layer_met2.png
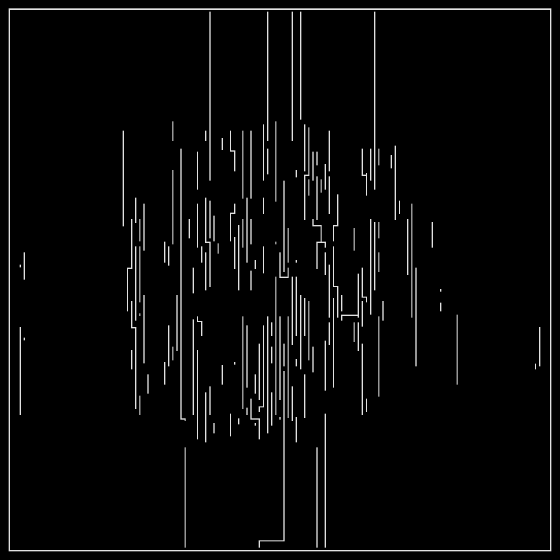
layer_met3.png
The bar under the picture is 20 µm long. Cells faint in the background.
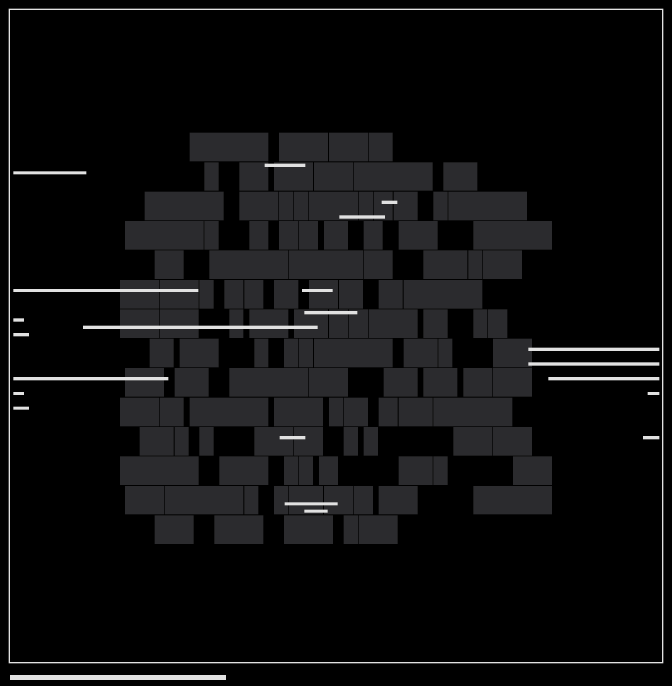
flops_by_reg.png
The bar under the picture is 20 µm long.
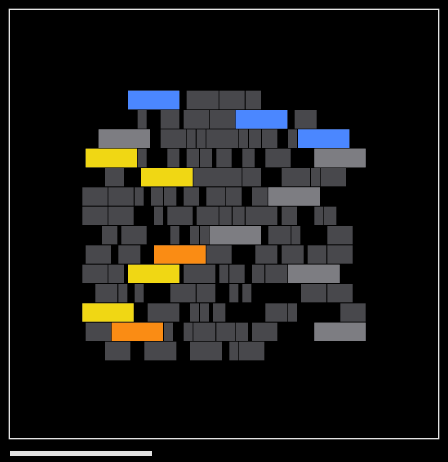
layer_met1.png
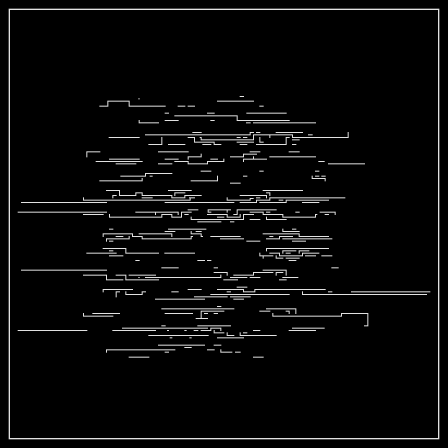
## src/rtl/poolb_ctrl_u3_pkg.sv

```systemverilog
// poolb_ctrl_u3_pkg
// Shared definitions for the pooling-datapath controllers.
// Contents:
//   pool_state_t    - controller state encoding (IDLE/RUN/DRAIN/DONE)
//   cnt_width()     - counter width for a modulus, never narrower than 1 bit
//   row_pairs(), groups(), beats_per_layer() - layer geometry helpers
//   DEF_* / ROW_PAIRS / GROUPS / BEATS_PER_LAYER / *_W - default geometry
package poolb_ctrl_u3_pkg;

    typedef enum logic [1:0] {
        IDLE  = 2'd0,
        RUN   = 2'd1,
        DRAIN = 2'd2,
        DONE  = 2'd3
    } pool_state_t;

    // A modulus of 1 still needs a 1-bit counter so port vectors stay legal.
    function automatic int cnt_width(input int n);
        return (n > 1) ? $clog2(n) : 1;
    endfunction

    function automatic int row_pairs(input int ifm_size);
        return ifm_size / 2;
    endfunction

    function automatic int groups(input int ifm_depth, input int num_units);
        return ifm_depth / num_units;
    endfunction

    function automatic int beats_per_layer(input int ifm_size, input int ifm_depth,
                                           input int num_units);
        return ifm_size * row_pairs(ifm_size) * groups(ifm_depth, num_units);
    endfunction

    localparam int DEF_IFM_SIZE     = 10;
    localparam int DEF_IFM_DEPTH    = 30;
    localparam int DEF_NUM_UNITS    = 3;
    localparam int DEF_KERNAL_SIZE  = 2;
    localparam int DEF_POOL_LATENCY = 1;

    localparam int ROW_PAIRS       = row_pairs(DEF_IFM_SIZE);
    localparam int GROUPS          = groups(DEF_IFM_DEPTH, DEF_NUM_UNITS);
    localparam int BEATS_PER_LAYER = beats_per_layer(DEF_IFM_SIZE, DEF_IFM_DEPTH, DEF_NUM_UNITS);
    localparam int COL_W           = cnt_width(DEF_IFM_SIZE);
    localparam int ROW_PAIR_W      = cnt_width(ROW_PAIRS);
    localparam int GROUP_W         = cnt_width(GROUPS);

endpackage

```

## src/rtl/poolb_ctrl_u3_if.sv

```systemverilog
// poolb_ctrl_u3_if
// Handshake and status bundle between the pooling controller and its
// surroundings (upstream beat source, datapath, layer scheduler).
// Signals:
//   start, data_valid             - driven by the master side (scheduler/upstream)
//   ready, fifo_enable,
//   pool_enable, out_valid,
//   col_idx, row_pair_idx,
//   group_idx, busy, done         - driven by the controller (slave side)
// Modports: master (scheduler/upstream view), slave (controller view).
interface poolb_ctrl_u3_if #(
    parameter int IFM_SIZE  = 10,
    parameter int IFM_DEPTH = 30,
    parameter int NUM_UNITS = 3
);
    import poolb_ctrl_u3_pkg::*;

    localparam int CW  = cnt_width(IFM_SIZE);
    localparam int RPW = cnt_width(row_pairs(IFM_SIZE));
    localparam int GW  = cnt_width(groups(IFM_DEPTH, NUM_UNITS));

    logic          start;
    logic          data_valid;
    logic          ready;
    logic          fifo_enable;
    logic          pool_enable;
    logic          out_valid;
    logic [CW-1:0]  col_idx;
    logic [RPW-1:0] row_pair_idx;
    logic [GW-1:0]  group_idx;
    logic          busy;
    logic          done;

    modport master (
        output start, data_valid,
        input  ready, fifo_enable, pool_enable, out_valid,
               col_idx, row_pair_idx, group_idx, busy, done
    );

    modport slave (
        input  start, data_valid,
        output ready, fifo_enable, pool_enable, out_valid,
               col_idx, row_pair_idx, group_idx, busy, done
    );

endinterface

```

## src/rtl/poolb_valid_delay.sv

```systemverilog
// poolb_valid_delay
// Fixed-latency shift register for a single valid strobe.
// Ports:
//   clk   in  clock
//   clear in  synchronous clear of every stage (discards in-flight strobes)
//   din   in  strobe entering the line
//   dout  out strobe delayed by LATENCY cycles
module poolb_valid_delay #(
    parameter int LATENCY = 1
) (
    input  logic clk,
    input  logic clear,
    input  logic din,
    output logic dout
);
    logic [LATENCY-1:0] taps;

    // Shift-and-insert form stays legal for LATENCY == 1.
    always_ff @(posedge clk) begin
        if (clear) begin
            taps <= '0;
        end else begin
            taps <= (taps << 1) | LATENCY'(din);
        end
    end

    assign dout = taps[LATENCY-1];

endmodule

```

## src/rtl/poolb_ctrl_u3.sv

```systemverilog
// poolb_ctrl_u3
// Sequencer for the three-unit 2x2 max/avg pooling datapath. Accepts one
// row-pair column beat per cycle while in RUN, walks column / row-pair /
// channel-group counters, gates the datapath enables, flags valid pooled
// outputs after POOL_LATENCY cycles and pulses done at layer end.
// Ports:
//   clk    in  clock
//   reset  in  synchronous active-high reset
//   bus    slave modport of poolb_ctrl_u3_if (start, data_valid in;
//          ready, fifo_enable, pool_enable, out_valid, col_idx,
//          row_pair_idx, group_idx, busy, done out)
module poolb_ctrl_u3
    import poolb_ctrl_u3_pkg::*;
#(
    parameter int IFM_SIZE     = DEF_IFM_SIZE,
    parameter int IFM_DEPTH    = DEF_IFM_DEPTH,
    parameter int NUM_UNITS    = DEF_NUM_UNITS,
    parameter int KERNAL_SIZE  = DEF_KERNAL_SIZE,
    parameter int POOL_LATENCY = DEF_POOL_LATENCY
) (
    input logic          clk,
    input logic          reset,
    poolb_ctrl_u3_if.slave bus
);
    localparam int N_ROW_PAIRS = row_pairs(IFM_SIZE);
    localparam int N_GROUPS    = groups(IFM_DEPTH, NUM_UNITS);
    localparam int CW          = cnt_width(IFM_SIZE);
    localparam int RPW         = cnt_width(N_ROW_PAIRS);
    localparam int GW          = cnt_width(N_GROUPS);
    localparam int DW          = cnt_width(POOL_LATENCY);

    if (IFM_SIZE % 2 != 0) begin : g_bad_ifm_size
        $error("poolb_ctrl_u3: IFM_SIZE must be even");
    end
    if (IFM_DEPTH % NUM_UNITS != 0) begin : g_bad_ifm_depth
        $error("poolb_ctrl_u3: IFM_DEPTH must be divisible by NUM_UNITS");
    end
    if (KERNAL_SIZE != 2) begin : g_bad_kernel
        $error("poolb_ctrl_u3: only KERNAL_SIZE 2 is supported");
    end
    if (POOL_LATENCY < 1 || POOL_LATENCY > 4) begin : g_bad_latency
        $error("poolb_ctrl_u3: POOL_LATENCY must be in 1..4");
    end

    pool_state_t    state, state_next;
    logic [CW-1:0]  col_idx;
    logic [RPW-1:0] row_pair_idx;
    logic [GW-1:0]  group_idx;
    logic [DW-1:0]  drain_cnt;
    logic           accept;
    logic           col_last;
    logic           row_pair_last;
    logic           group_last;
    logic           layer_last;
    logic           pool_en;
    logic           out_valid;

    // The pooling window closes on odd columns, so only those beats pool.
    always_comb begin
        accept        = (state == RUN) && bus.data_valid;
        col_last      = (col_idx == CW'(IFM_SIZE - 1));
        row_pair_last = (row_pair_idx == RPW'(N_ROW_PAIRS - 1));
        group_last    = (group_idx == GW'(N_GROUPS - 1));
        layer_last    = accept && col_last && row_pair_last && group_last;
        pool_en       = accept && col_idx[0];
    end

    always_ff @(posedge clk) begin
        if (reset) begin
            state <= IDLE;
        end else begin
            state <= state_next;
        end
    end

    always_comb begin
        state_next = state;
        case (state)
            IDLE:    if (bus.start) state_next = RUN;
            RUN:     if (layer_last) state_next = DRAIN;
            DRAIN:   if (drain_cnt == '0) state_next = DONE;
            DONE:    state_next = IDLE;
            default: state_next = IDLE;
        endcase
    end

    // Nested wrap: every counter naturally returns to 0 on the last beat.
    always_ff @(posedge clk) begin
        if (reset) begin
            col_idx      <= '0;
            row_pair_idx <= '0;
            group_idx    <= '0;
        end else if (accept) begin
            if (col_last) begin
                col_idx <= '0;
                if (row_pair_last) begin
                    row_pair_idx <= '0;
                    if (group_last) begin
                        group_idx <= '0;
                    end else begin
                        group_idx <= group_idx + GW'(1);
                    end
                end else begin
                    row_pair_idx <= row_pair_idx + RPW'(1);
                end
            end else begin
                col_idx <= col_idx + CW'(1);
            end
        end
    end

    // Loaded with LATENCY-1 so DRAIN spans exactly POOL_LATENCY cycles.
    always_ff @(posedge clk) begin
        if (reset) begin
            drain_cnt <= '0;
        end else if (layer_last) begin
            drain_cnt <= DW'(POOL_LATENCY - 1);
        end else if (state == DRAIN && drain_cnt != '0) begin
            drain_cnt <= drain_cnt - DW'(1);
        end
    end

    poolb_valid_delay #(
        .LATENCY (POOL_LATENCY)
    ) u_valid_delay (
        .clk   (clk),
        .clear (reset),
        .din   (pool_en),
        .dout  (out_valid)
    );

    assign bus.ready        = (state == RUN);
    assign bus.fifo_enable  = accept;
    assign bus.pool_enable  = pool_en;
    assign bus.out_valid    = out_valid;
    assign bus.col_idx      = col_idx;
    assign bus.row_pair_idx = row_pair_idx;
    assign bus.group_idx    = group_idx;
    assign bus.busy         = (state != IDLE);
    assign bus.done         = (state == DONE);

endmodule

```

## src/flat_wrapper.sv

```systemverilog
// flat-port wrapper written by rule: the top's interface ports become plain ports
module poolb_ctrl_u3_flat import poolb_ctrl_u3_pkg::*;
#(
    parameter int IFM_SIZE     = DEF_IFM_SIZE,
    parameter int IFM_DEPTH    = DEF_IFM_DEPTH,
    parameter int NUM_UNITS    = DEF_NUM_UNITS,
    parameter int KERNAL_SIZE  = DEF_KERNAL_SIZE,
    parameter int POOL_LATENCY = DEF_POOL_LATENCY
)
  (clk, reset, bus_start, bus_data_valid, bus_ready, bus_fifo_enable, bus_pool_enable, bus_out_valid, bus_col_idx, bus_row_pair_idx, bus_group_idx, bus_busy, bus_done);
  poolb_ctrl_u3_if #(.IFM_SIZE(IFM_SIZE), .IFM_DEPTH(IFM_DEPTH), .NUM_UNITS(NUM_UNITS)) bus_i ();
  input logic clk;
  input logic reset;
  input wire logic [$bits(bus_i.start)-1:0] bus_start;
  input wire logic [$bits(bus_i.data_valid)-1:0] bus_data_valid;
  output wire logic [$bits(bus_i.ready)-1:0] bus_ready;
  output wire logic [$bits(bus_i.fifo_enable)-1:0] bus_fifo_enable;
  output wire logic [$bits(bus_i.pool_enable)-1:0] bus_pool_enable;
  output wire logic [$bits(bus_i.out_valid)-1:0] bus_out_valid;
  output wire logic [$bits(bus_i.col_idx)-1:0] bus_col_idx;
  output wire logic [$bits(bus_i.row_pair_idx)-1:0] bus_row_pair_idx;
  output wire logic [$bits(bus_i.group_idx)-1:0] bus_group_idx;
  output wire logic [$bits(bus_i.busy)-1:0] bus_busy;
  output wire logic [$bits(bus_i.done)-1:0] bus_done;
  assign bus_i.start = bus_start;
  assign bus_i.data_valid = bus_data_valid;
  assign bus_ready = bus_i.ready;
  assign bus_fifo_enable = bus_i.fifo_enable;
  assign bus_pool_enable = bus_i.pool_enable;
  assign bus_out_valid = bus_i.out_valid;
  assign bus_col_idx = bus_i.col_idx;
  assign bus_row_pair_idx = bus_i.row_pair_idx;
  assign bus_group_idx = bus_i.group_idx;
  assign bus_busy = bus_i.busy;
  assign bus_done = bus_i.done;
  poolb_ctrl_u3 #(.IFM_SIZE(IFM_SIZE), .IFM_DEPTH(IFM_DEPTH), .NUM_UNITS(NUM_UNITS), .KERNAL_SIZE(KERNAL_SIZE), .POOL_LATENCY(POOL_LATENCY)) u_core (.clk(clk), .reset(reset), .bus(bus_i));
endmodule
```

## config.mk

```make
export PLATFORM = sky130hd
export DESIGN_NAME = poolb_ctrl_u3_flat
export DESIGN_NICKNAME = d
export VERILOG_FILES = /design/src/rtl/poolb_ctrl_u3_pkg.sv /design/src/rtl/poolb_ctrl_u3_if.sv /design/src/rtl/poolb_valid_delay.sv /design/src/rtl/poolb_ctrl_u3.sv /design/src/flat_wrapper.sv
export SDC_FILE = /design/constraint.sdc
export NUM_CORES = 1
export LEC_CHECK = 0
export CAP_MARGIN = 20
export CORE_MARGIN = 10
export CORE_UTILIZATION = 50
export DETAILED_ROUTE_END_ITERATION = 8
export PLACE_DENSITY = 0.82
export SYNTH_ARGS = -nofsm -noshare
export SYNTH_HDL_FRONTEND = slang
export SYNTH_SLANG_ARGS = --single-unit
export TNS_END_PERCENT = 10
```

## constraint.sdc

```tcl
create_clock -name clk -period 4.6 [get_ports clk]
set_clock_uncertainty 0.2 [all_clocks]
set_input_delay 0.69 -clock clk [delete_from_list [all_inputs] [get_ports clk]]
set_output_delay 0.69 -clock clk [all_outputs]
set_load 0.005 [all_outputs]
```

==> results.yml <==
# yosys + openroad results
final_layout:
  seqCellArea_um2: 300
  area_growth_pct: 29.5
  multiInputGateArea_um2: 462
global_route:
  grt-ovfl-total: 0
  gr-usage-met2_pct: 16.5
  grt_pass1_vias: 705
yosys:
  ys_sh_aoi_pct: 14.0
  synthCells: 92
  ys_area_um2: 811
  async_flop_share_pct: 0
  synth-xor-area-share_pct: 3.24
power_and_ir_drop:
  powerClk_mw: 0.0774
  power_density_nw_per_um2: 330
  top_power_group: "registers"
  seqPwrFrac_pct: 44.3
timing:
  tns_ns: 0
  period_minus_slack_ns: 2.90
  hold_viol_final: 0
  holdWs_ns: 0.298
  relSlewSlack_pct: 58.8
run_status:
  status: "finished clean"
setup_path:
  end_kind: "output pin"
  r2r-start: "u_core.state[1]"
placed_design:
  place_congestion: 0.812
  hpwlAfterDp_um: 1360
  dp_slack_ns: 1.69
cts:
  cts_max_path_buffers: 2
  tritoncts: "built"
  path_clk_slew_ns: 0.09
  post_cts_resized: 0
die:
  initCoreUtil_pct: 53.2
  ios: 21
  num_rows: 14
hold_path:
  min-delay-start: "u_core.drain_cnt"
  min_path_type: "register to register"
drt:
  routed.top_layer: "met4"
  first_pass_iters: 4
run:
  openroad.warnings: 30
Back to the opening pictures, layer_met2.png:
longest straight run	30.1 µm
main direction	vertical

Back to the opening pictures, layer_met3.png:
share of all routed wire	6.8%
main direction	horizontal
final WL: 1800 µm
via count: 728
M3 GR Usage: 4.66%

Back to the opening pictures, flops_by_reg.png:
netlist name	colour	flops
u_core.bus.col_idx	yellow	4
u_core.state	orange	2
u_core.bus.row_pair_idx	blue	3

Back to the opening pictures, layer_met1.png:
nets with wire on the layer	109
share of all routed wire	46%

